File: src/rtl/mac_buffer_ctrl.sv
// Operand-buffer sequencer: streams A/B words into the buffer, issues pairs to the MAC, pulses done.
// Pair eligible the cycle after its B word lands; in_ready drops when the buffer is full or the job's words are in.
module mac_buffer_ctrl #(
    parameter int BufferSize  = 4,
    parameter int BufferWidth = 2,
    parameter int CountWidth  = 8
) (
    input  logic                   clk,
    input  logic                   rst,
    input  logic                   start,
    input  logic [CountWidth-1:0]  num_pairs,
    input  logic                   in_valid,
    output logic                   in_ready,
    output logic                   buf_en,
    output logic [BufferWidth-1:0] buf_waddr,
    output logic [BufferWidth-1:0] buf_raddr1,
    output logic [BufferWidth-1:0] buf_raddr2,
    input  logic                   mac_ready,
    output logic                   mac_clr,
    output logic                   mac_en,
    output logic                   busy,
    output logic                   done
);

    localparam int CntW = BufferWidth + 1;

    typedef enum logic [1:0] {
        IDLE = 2'd0,
        RUN  = 2'd1,
        DONE = 2'd2
    } state_t;

    state_t                 state_q,     state_d;
    logic [BufferWidth-1:0] wr_ptr_q,    wr_ptr_d;
    logic [BufferWidth-1:0] rd_ptr_q,    rd_ptr_d;
    logic [CntW-1:0]        count_q,     count_d;
    logic [CountWidth:0]    words_in_q,  words_in_d;
    logic [CountWidth-1:0]  pairs_out_q, pairs_out_d;
    logic [CountWidth-1:0]  n_lat_q,     n_lat_d;

    logic running;
    logic accept;

    assign running = (state_q == RUN);

    // in_ready depends only on registered state, so a same-cycle issue never frees a slot early.
    assign in_ready = running
                   && (count_q < CntW'(BufferSize))
                   && (words_in_q < {n_lat_q, 1'b0});
    assign accept   = in_valid && in_ready;

    assign mac_en   = running
                   && (count_q >= CntW'(2))
                   && (pairs_out_q < n_lat_q)
                   && mac_ready;

    assign buf_en     = accept;
    assign buf_waddr  = wr_ptr_q;
    assign buf_raddr1 = rd_ptr_q;
    assign buf_raddr2 = rd_ptr_q + BufferWidth'(1);

    assign mac_clr = (state_q == IDLE) && start && !rst;
    assign busy    = running;
    assign done    = (state_q == DONE);

    always_comb begin
        state_d     = state_q;
        wr_ptr_d    = wr_ptr_q;
        rd_ptr_d    = rd_ptr_q;
        count_d     = count_q;
        words_in_d  = words_in_q;
        pairs_out_d = pairs_out_q;
        n_lat_d     = n_lat_q;

        case (state_q)
            IDLE: begin
                if (start) begin
                    n_lat_d     = num_pairs;
                    wr_ptr_d    = '0;
                    rd_ptr_d    = '0;
                    count_d     = '0;
                    words_in_d  = '0;
                    pairs_out_d = '0;
                    state_d     = (num_pairs == '0) ? DONE : RUN;
                end
            end
            RUN: begin
                if (accept) begin
                    wr_ptr_d   = wr_ptr_q + BufferWidth'(1);
                    words_in_d = words_in_q + (CountWidth+1)'(1);
                end
                if (mac_en) begin
                    rd_ptr_d    = rd_ptr_q + BufferWidth'(2);
                    pairs_out_d = pairs_out_q + CountWidth'(1);
                end
                count_d = count_q + CntW'(accept) - (mac_en ? CntW'(2) : CntW'(0));
                // n_lat is nonzero in RUN, so the subtraction cannot wrap.
                if (mac_en && (pairs_out_q == n_lat_q - CountWidth'(1))) begin
                    state_d = DONE;
                end
            end
            DONE: begin
                state_d = IDLE;
            end
            default: begin
                state_d = IDLE;
            end
        endcase
    end

    always_ff @(posedge clk or posedge rst) begin
        if (rst) begin
            state_q     <= IDLE;
            wr_ptr_q    <= '0;
            rd_ptr_q    <= '0;
            count_q     <= '0;
            words_in_q  <= '0;
            pairs_out_q <= '0;
            n_lat_q     <= '0;
        end else begin
            state_q     <= state_d;
            wr_ptr_q    <= wr_ptr_d;
            rd_ptr_q    <= rd_ptr_d;
            count_q     <= count_d;
            words_in_q  <= words_in_d;
            pairs_out_q <= pairs_out_d;
            n_lat_q     <= n_lat_d;
        end
    end

endmodule

File: config.mk
export PLATFORM = sky130hd
export DESIGN_NAME = mac_buffer_ctrl
export DESIGN_NICKNAME = d
export VERILOG_FILES = /design/src/rtl/mac_buffer_ctrl.sv
export SDC_FILE = /design/constraint.sdc
export NUM_CORES = 1
export LEC_CHECK = 0
export CAP_MARGIN = 10
export CORE_UTILIZATION = 40
export CTS_BUF_LIST = sky130_fd_sc_hd__clkbuf_8 sky130_fd_sc_hd__clkbuf_16
export CTS_CLUSTER_SIZE = 16
export DETAILED_ROUTE_END_ITERATION = 8
export DONT_BUFFER_PORTS = 1
export PLACE_DENSITY_LB_ADDON = 0.12
export RECOVER_POWER = 50
export SYNTH_ARGS = -nofsm -noshare
export SYNTH_HDL_FRONTEND = slang
export SYNTH_SLANG_ARGS = --single-unit
File: constraint.sdc
create_clock -name clk -period 3.06 [get_ports clk]
set_clock_uncertainty 0.05 [all_clocks]
set_input_delay 0.306 -clock clk [delete_from_list [all_inputs] [get_ports clk]]
set_output_delay 0.306 -clock clk [all_outputs]
set_load 0.02 [all_outputs]
Figure 1. Placement by cell class (run 1).
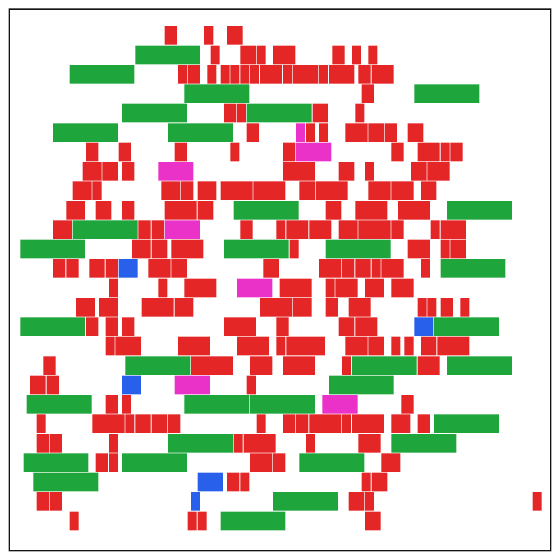
Key: magenta = clock drivers and dummy loads [cells 7]; green = sequential cells [cells 33]; red = remaining logic cells [cells 195]; blue = remaining buffers and delay cells [cells 5]

Figure 2. Where the registers sit (run 1).
Scale bar: 20 µm. Other sequential cells in the stronger gray, the rest of the logic in the fainter gray.
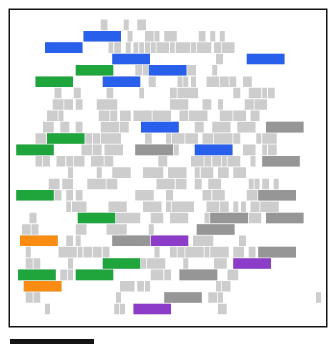
Key: blue = `n_lat_q` [sequential cells 8]; green = `words_in_q` [sequential cells 9]; orange = `buf_waddr` [sequential cells 2]; purple = `count_q` [sequential cells 3]

Figure 3. Cells by drive strength (run 1).
Scale bar: 20 µm.
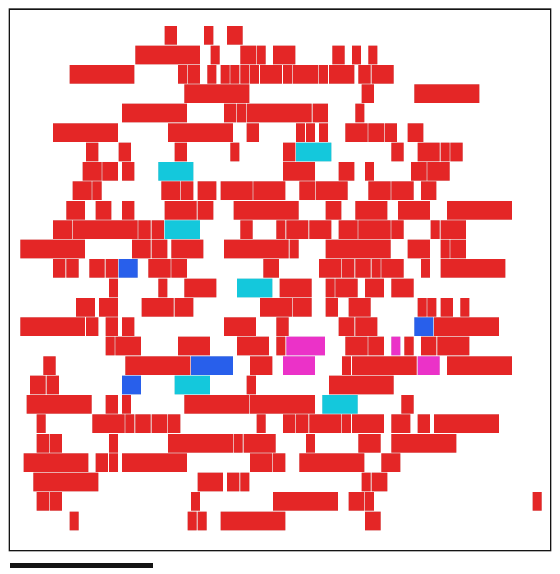
Key: cyan = x6 and larger [cells 6, share 2.5%]; magenta = x2 [cells 4, share 1.7%]; blue = x3 and x4 [cells 4, share 1.7%]; red = x1 and smaller [cells 226, share 94%]
summed area of non-filler cells in the final layout: 2310 µm²
P&R area growth vs syn: 6.40%
number of non-clock buffers in the layout: 5

==> results.toml, run 1 <==
# flow metrics
[clock_tree]
cts_root_buffer = "clkbuf_8"
clk_transition_reported_paths_ps = 80
clock-sinks = 33
cts_inserted_buffers = 5

[job]
tool_warnings = 26
maxCapViolations = 1

[synthesis]
mux_area_share_pct = 0.923
netlist.area_leader.share_pct = 38.1
post_synth_xor_area_fraction_pct = 6.06
synth_area_um2 = 2170
synthDominantAreaCellType = "dfrtp_1"
aoi_share_pct = 14.9
yosysUniqueCellTypes = 44
count_of_library_flops_with_an_enable_pin = 0
synthArstFlopShare_pct = 100
synth_stat.cells = 240
post_synth_and_or_nand_nor_area_fraction_pct = 21.3
ys_area_um2 = 2170
cell_with_the_most_instances_after_synthesis = "dfrtp_1"

[cells_and_area]
finish.net_count = 274
utilization_pct = 44.6

[floorplan]
number_of_placed_i_o_pins = 25
fp.dieH_um = 75.6
floorplan_utilization_pct = 41.9
chip_area_um2 = 5720
std_cell_rows = 26

[pwr]
vdd.ir_drop.worst_mv = 0.426
report.power.total_mw = 2.19
power.density_nw_per_um2 = 947

[global_route]
overflow = 0
gr-usage-all-layers_pct = 20.0
gr-usage-met1_pct = 26.8
first_global_vias = 1643

[drt]
route.antenna.remaining_nets = 0
dr.pass1.iters = 4
drc_errors = 0
met3_wirelength_um = 175
detail_route.vias_per_cell = 5.44
drt-wirelength-per-cell_um = 16.0
vias = 1685
met1Wirelength_um = 2360
routed.top_layer = "met4"
routed_wirelength_um = 4960
wl_met2_um = 2340

[sta]
rsz0062_at_grt = "false"
fin_worst_setup_slack_ps = 356
max_freq_mhz = 370
max_slew.worst_pin.slew_ps = 1830
final-max-slew-violation-count = 34
final.min_clock_period_ps = 2700
timing.final.crit_share_pct = 88.4

[setup_path]
crit_path_max_cell_delay_ps = 390
r2r-start = "n_lat_q[5]"
slowest_stage = "dfrtp_1"
critPathTopFamily = "adder cells"
worstRegToRegCells = 12
worst-endpoint-arrival_ps = 2810
cp_cell_sequence = "inv_1 -> ha_1 -> a21o_1 -> a21oi_1 -> o221ai_2 -> or2_1 -> ha_1 -> inv_1 -> ha_1 -> xnor2_1 -> o211ai_1 -> o31ai_1"
startpoint_type = "register"
worst_setup_path_startpoint = "n_lat_q[5]"
critical_path.endpoint_type = "register"

[hold_path]
timing.hold.worst_endpoint = "n_lat_q[1]"
worst_hold_path_type = "primary input to register"

[placed_design]
pre_cts_worst_setup_slack_ps = 368
placed_cell_area_um2 = 2220
place_hpwl_um = 3700

[status]
run_status = "finished, violations left"
failed_checks = "max-capacitance violations, max-slew violations"
-- run 1: through the flow --
stage	hold slack (ps)	instances
5_1_grt	103	310
6_report	91.4	310
2_1_floorplan	373	240
3_5_place_dp	279	302
3_3_place_gp	278	302
4_1_cts	89.9	310
-- run 1: power breakdown --
group          leakage [nW]  switching, mW  internal [mW]  total, mW
sequential            0.424          0.219          0.587      0.807
combinational         0.565          0.612          0.434       1.05
clock                0.0485          0.158          0.175      0.334
total                  1.04          0.990           1.20       2.19
-- run 1: layout by cell type (no fill, tap or decap), drive strengths merged, types with 3 or more instances in the layout --
cell / Yosys / layout
a21o: 3 / 3
a21oi: 10 / 10
and3: 3 / 3
buf: 6 / 3
clkbuf: 6 / 7
dfrtp: 33 / 33
ha: 21 / 21
inv: 17 / 18
nand2: 26 / 26
nand2b: 3 / 3
nand3: 11 / 11
nand4: 6 / 6
nor2: 10 / 10
nor3: 4 / 4
nor4: 5 / 5
nor4b: 4 / 4
o211ai: 3 / 3
o21ai: 22 / 22
o31ai: 4 / 4
or3: 4 / 4
xnor2: 12 / 12
xor2: 3 / 3
-- run 1: timing repair --
action / CTS / global route
gates resized: 0 / 0
setup buffers: 0 / 0
hold buffers: 1 / 0
endpoints found under the hold margin: 33 / 0
-- run 1: sequential cells by signal, indices dropped and copies added, names as in the netlist --
signal	cells
words_in_q	9
pairs_out_q	8
buf_raddr1	1
buf_waddr	2
n_lat_q	8
state_q	2
count_q	3
-- run 1: final cells by class --
cell class	count	area [µm²]	share of cell area, %
Clock inverter	1	3.75	0.163
Inverter	17	63.8	2.76
Tap cell	70	87.6	3.79
Clock buffer	6	82.6	3.58
Sequential cell	33	826	35.8
Multi-Input combinational cell	178	1210	52.4
Timing Repair Buffer	5	36.3	1.57
Figure 4. Clock distribution (run 1).
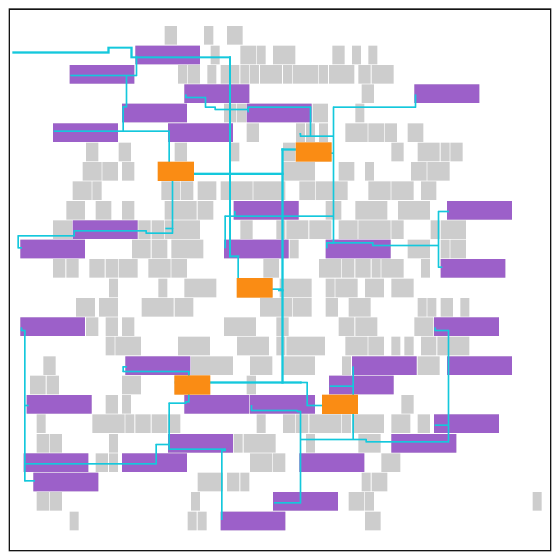

==> run 2, diff against run 1 <==
--- a/config.mk
+++ b/config.mk
@@ -6,6 +6,8 @@
 export NUM_CORES = 1
 export LEC_CHECK = 0
 export CAP_MARGIN = 10
+export CELL_PAD_IN_SITES_DETAIL_PLACEMENT = 0
+export CELL_PAD_IN_SITES_GLOBAL_PLACEMENT = 1
 export CORE_UTILIZATION = 40
 export CTS_BUF_LIST = sky130_fd_sc_hd__clkbuf_8 sky130_fd_sc_hd__clkbuf_16
 export CTS_CLUSTER_SIZE = 16
Figure 5. Clock distribution (run 2).
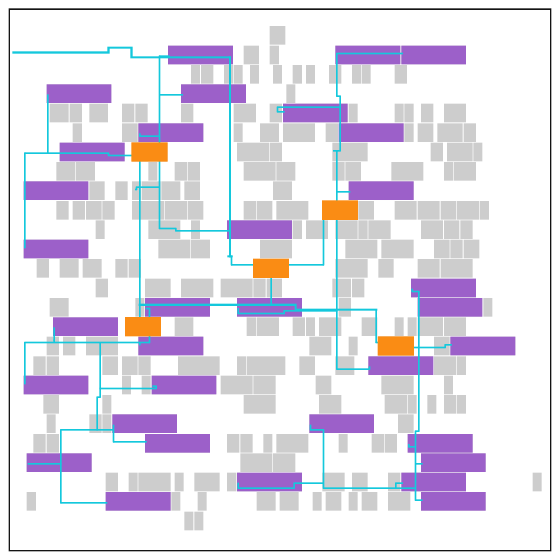
Key: orange = clock-net drivers [count 5]; cyan = clock wires [length 492 µm]; purple = flip-flops [count 33]
There are 6 routed clock nets.
Clock group: 331 µW
clock network latency to the later pin of the worst-skew pair: 280 ps
clock network power share: 15.3%

==> run 2 against run 1 <==
  * The run still ends with max-capacitance violations, max-slew violations left
  * Register-to-register slack got worse by 20 ps
  * Highest routed layer unchanged
  * Via count decreased by 0.83%
  * Worst setup slack got worse by 19 ps
  * Fmax decreased by 0.71%
  * Count of clock-buffer cells in the layout unchanged
  * Die area unchanged
  * Clock power about the same
  * Largest cell class unchanged
  * Sequential power about the same
==> results.toml, run 2 <==
# flow metrics
[sta]
max_freq_mhz = 367
final-max-slew-violation-count = 34
max_slew.worst_pin.slew_ps = 1870

[floorplan]
std_cell_rows = 26
n_tap_cell = 70
fp.dieH_um = 75.6

[drt]
drt-wirelength-per-cell_um = 16.1
vias = 1671
dr.pass1.iters = 4
detail_route.vias_per_cell = 5.39
routed_wirelength_um = 4990

[global_route]
first_global_vias = 1632
overflow = 0

[cells_and_area]
layout.area.top_class = "logic gates"
finish.net_count = 274
area.share.combinational_pct = 52.4
final_cell_area_um2 = 2310
registers_with_the_most_flip_flops = "words_in_q: 9 flops, n_lat_q: 8 flops, pairs_out_q: 8 flops"
syn2layout_area_growth_pct = 6.40
logic_area_um2 = 1210
top_register = "words_in_q"

[pwr]
vdd.ir_drop.worst_mv = 0.359
powerComb_mw = 1.03
netSwitchingPower_uw = 977
power.combinational.fraction_pct = 47.6
report.power.total_mw = 2.17

[clock_tree]
cts_setup_buffers = 0
clk_transition_reported_paths_ps = 70

[setup_path]
cp_cell_sequence = "ha_1 -> a21o_1 -> a21oi_1 -> o221ai_2 -> or2_1 -> ha_1 -> inv_1 -> ha_1 -> xnor2_1 -> o211ai_1 -> o31ai_1"
critical_path.endpoint_type = "register"
slowest_stage = "dfrtp_1"

[status]
failed_checks = "max-capacitance violations, max-slew violations"
run_status = "finished, violations left"

[synthesis]
cell_with_the_most_instances_after_synthesis = "dfrtp_1"
synthArstFlopShare_pct = 100

[placed_design]
place_hpwl_um = 3690

[job]
maxCapViolations = 1
Figure 6. Where the registers sit (run 2).
Scale bar: 20 µm. Other sequential cells in the stronger gray, the rest of the logic in the fainter gray.
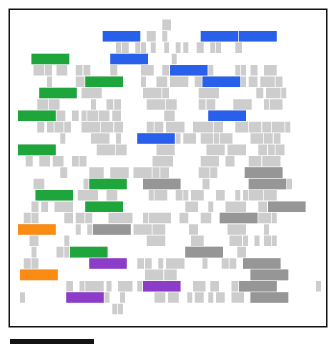
Key: green = `words_in_q` [sequential cells 9]; purple = `count_q` [sequential cells 3]; orange = `buf_waddr` [sequential cells 2]; blue = `n_lat_q` [sequential cells 8]
Another 11 sequential cells are not colored.
final cell utilization of the core: 44.6%
flip-flop and latch area: 826 µm²
Power Sequential: 806 µW

run 2: cell counts after synthesis:
No cell type changed its count.
run 2: timing repair:
action	in CTS	in global routing
hold buffers	1	0
resized	0	0
endpoints found under the hold margin	33	0
run 2: metal layers:
| layer | global-route usage [%] | vias up | part of all wire, % |
|---|---|---|---|
| met2 | 34.3 | 18 | 49 |
| met1 | 25.8 | 804 | 48 |
| met5 | 0 | - | 0 |
| met4 | 4.94 | 0 | 0.54 |
| met3 | 5.56 | 2 | 2.8 |
| li1 | - | 847 | - |
run 2: critical path, delay by kind of cell (launching register included):
family                   cells  cell delay [ps]
AND-OR/OR-AND                5              780
flip-flops                   1              440
buffers and inverters        1               40
AND/OR/NAND/NOR              1              320
XOR/XNOR                     1              140
adder cells (fa/ha/maj)      3              830
run 2: stage by stage:
stage | hold slack [ps] | worst slack [ps]
after detailed placement | 278 | 364
after global routing | 91.9 | 93.7
final | 94.5 | 337
after CTS | 86.8 | 315
after floorplan | 373 | 480
after global placement | 278 | 400
run 2: path summary, 6_finish.rpt:
kind                                start             to  slack (ps)  cells past startpoint
setup / recovery           pairs_out_q[5]     count_q[2]         340                     11
hold / removal               num_pairs[4]     n_lat_q[4]          90                      2
setup reg to reg           pairs_out_q[5]     count_q[2]         340                     11
hold reg to reg             words_in_q[8]  words_in_q[8]         450                      1
max in group asynchronous             rst     n_lat_q[6]         790                      3
min in group asynchronous             rst     count_q[2]        1090                      3
run 2: cells by family after synthesis:
family	count (synthesis)	share of synthesized area [%]
buffers and inverters	29	6.23
and+or+nand+nor	86	21.3
other	2	0.346
AOI/OAI and AO/OA	52	14.9
adders and majority gates	21	12.1
xor gates and xnor gates	15	6.06
DFF	33	38.1
muxes	2	0.923
Figure 7. The clock network (run 2).
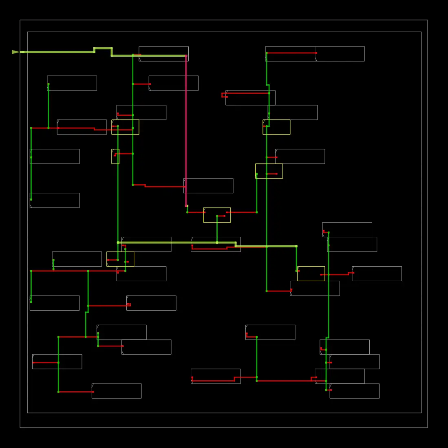

==> run 3, diff against run 2 <==
--- a/config.mk
+++ b/config.mk
@@ -5,7 +5,7 @@
 export SDC_FILE = /design/constraint.sdc
 export NUM_CORES = 1
 export LEC_CHECK = 0
-export CAP_MARGIN = 10
+export ABC_AREA = 1
 export CELL_PAD_IN_SITES_DETAIL_PLACEMENT = 0
 export CELL_PAD_IN_SITES_GLOBAL_PLACEMENT = 1
 export CORE_UTILIZATION = 40
Figure 8. The clock network (run 3).
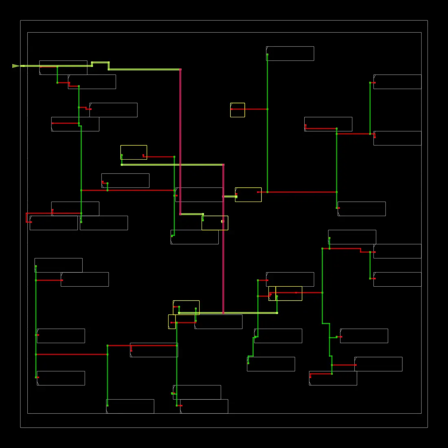
number of sinks driven by the clock tree: 33
clock network latency to the later pin of the worst-skew pair: 290 ps

Figure 9. Placement by cell class (run 3).
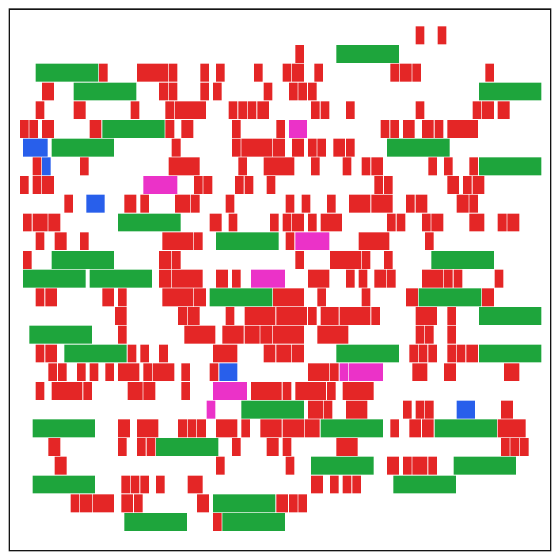
Key: blue = remaining buffers and delay cells [cells 5]; green = sequential cells [cells 33]; magenta = clock drivers and dummy loads [cells 8]; red = remaining logic cells [cells 281]

==> run 3 against run 2 <==
  * The flow still finishes with violations (max-capacitance violations, max-slew violations)
  * Count of clock-buffer cells in the layout down 1
  * Utilization about the same
  * Combinational power up 5%
  * Largest cell class unchanged
  * Critical path type unchanged
==> results.toml, run 3 <==
# flow metrics
[status]
run_status = "finished, violations left"
failed_checks = "max-capacitance violations, max-slew violations"

[global_route]
grt_antenna_before_repair = 0
first_global_vias = 1855
overflow = 0
gr-usage-all-layers_pct = 19.6

[pwr]
clock_power_uw = 326
power.static_leakage_nw = 1.37
clkPwrFrac_pct = 15.2
power.density_nw_per_um2 = 861
netSwitchingPower_mw = 1.05
vdd.ir_drop.worst_mv = 0.315
p_sw_share_pct = 48.9
power_frac_seq_pct = 34.3
powerSeq_uw = 735
p_int_mw = 1.09
powerComb_mw = 1.08
report.power.total_mw = 2.14
power.combinational.fraction_pct = 50.5

[setup_path]
worstRegToRegCells = 12
worst-path-stages = 12
worst_setup_path_startpoint = "state_q[1]"
cp_cell_sequence = "nor2_4 -> inv_2 -> nor2_2 -> nand3_1 -> a21oi_2 -> nand3_2 -> inv_1 -> ha_1 -> inv_1 -> ha_1 -> xor2_1 -> o22ai_1"
critical_path.endpoint_type = "register"
reg2reg_to = "count_q[2]"
rrSetupSlack_ps = 680
critical_path_buf_inv_count = 3
critPathTopFamily = "simple AND/OR/NAND/NOR gates"
critical_path_required_ps = 3170
r2r-start = "state_q[1]"
slowest_stage = "dfrtp_1"

[sta]
final-max-slew-violation-count = 34
slew_headroom_pct = -30.2
max_slew.worst_pin.slew_ps = 1950
max_freq_mhz = 420
fin_setup_tns_ps = 0
rsz0062_at_grt = "false"

[synthesis]
cell_with_the_most_instances_after_synthesis = "nand2_1"
count_of_library_flops_with_an_enable_pin = 0
synthArstFlopShare_pct = 100
synth.avg_cell_area_um2 = 7.24
yosys-top-cells-count = "nand2_1 (88), inv_1 (42), nor2_1 (34)"
ys_area_um2 = 2340
post_synthesis_cell_count = 323
yosysWarningCount = 0
synthesis.nets = 357
synth.top_cells.by_area = "dfrtp_1 (35%), nand2_1 (14%), ha_1 (11%), nand3_1 (7.1%), inv_1 (6.7%)"

[job]
maxCapViolations = 1
tool_warnings = 26

[clock_tree]
max-clock-path-buffers = 2
clk_transition_reported_paths_ps = 70
cts_tree = "yes"
cts_setup_buffers = 0
htreeDepth = 2

[placed_design]
gp_routability_congestion = 0.813
place_hpwl_um = 4240
port_buffers = 0

[cells_and_area]
post_route_cells_drive_above_1_share_pct = 6.12
fillers = 593
finish.net_count = 360
largest_register_ff_count = 9
syn2layout_area_growth_pct = 6.42
mostFrequentLayoutCell = "nand2_1"
final-seq-area_um2 = 826
registers_with_the_most_flip_flops = "words_in_q: 9 flops, n_lat_q: 8 flops, pairs_out_q: 8 flops"
logic_area_um2 = 1290
top_register = "words_in_q"

[floorplan]
number_of_placed_i_o_pins = 25
std_cell_rows = 27
fp.dieH_um = 78.5

[drt]
routed_wirelength_um = 5480
dr.pass1.iters = 4
drt-wirelength-per-cell_um = 13.7
first_iter_violations = 80
detail_route.vias_per_cell = 4.90
vias = 1955

[hold_path]
timing.hold.worst_endpoint = "n_lat_q[4]"
worst_hold_path.num_cells = 2
hp-start = "num_pairs[4]"
worst_hold_path_type = "primary input to register"
[run 3: cell count changes after synthesis, sizes merged, moves of 7 or more]
cell	change
inv	+27
nand2	+64
xor2	+9
nor2	+26
xnor2	-9
nand3	+23
o21ai	-7
[run 3: worst max path at each step]
stage	slack (ps)	to
2_1_floorplan	870	count_q[2]
3_3_place_gp	710	count_q[2]
3_5_place_dp	690	count_q[2]
4_1_cts	670	count_q[2]
5_1_grt	340	pairs_out_q[0]
6_report	680	count_q[2]
[run 3: cells by family after synthesis]
group	synth area share [%]
compound gates	6.52
xor+xnor	5.62
fa+ha+maj	11.2
buf+inv	9.63
flops	35.3
other cells	0.321
simple gates	31.4
[run 3: area by class of cell]
type / count / share of cell area [%]
clock buffer: 5 / 2.76
timing repair buffer: 5 / 1.46
inverter: 44 / 6.63
tap: 72 / 3.62
sequential: 33 / 33.2
clock inverter: 3 / 0.603
multi-input combinational: 237 / 51.8
[run 3: through the flow]
| step | area, µm² | utilization, % | setup WS [ps] | hold WS [ps] | cells |
|---|---|---|---|---|---|
| 3_3_place_gp | 2400 | 43.1 | 715 | 284 | 390 |
| 5_1_grt | 2490 | 44.7 | 341 | 121 | 399 |
| 2_1_floorplan | 2340 | - | 866 | 385 | 323 |
| 3_5_place_dp | 2400 | 43.1 | 686 | 285 | 390 |
| 6_report | 2490 | 44.7 | 680 | 115 | 399 |
| 4_1_cts | 2490 | 44.7 | 669 | 112 | 399 |
[run 3: what timing repair did]
| item | in CTS | in global routing |
|---|---|---|
| hold buffers | 1 | 0 |
| endpoints found under the setup margin | 0 | 0 |
| endpoints found under the hold margin | 33 | 0 |
| gates resized | 0 | 0 |
[run 3: routing by layer]
layer	part of all wire [%]	global-route usage, %
met1	53	27.3
met2	43	30.1
met5	0	0
met4	1.3	5.56
met3	3.0	4.77
Power figures rest on the tool's default switching activity, not on a simulated workload.
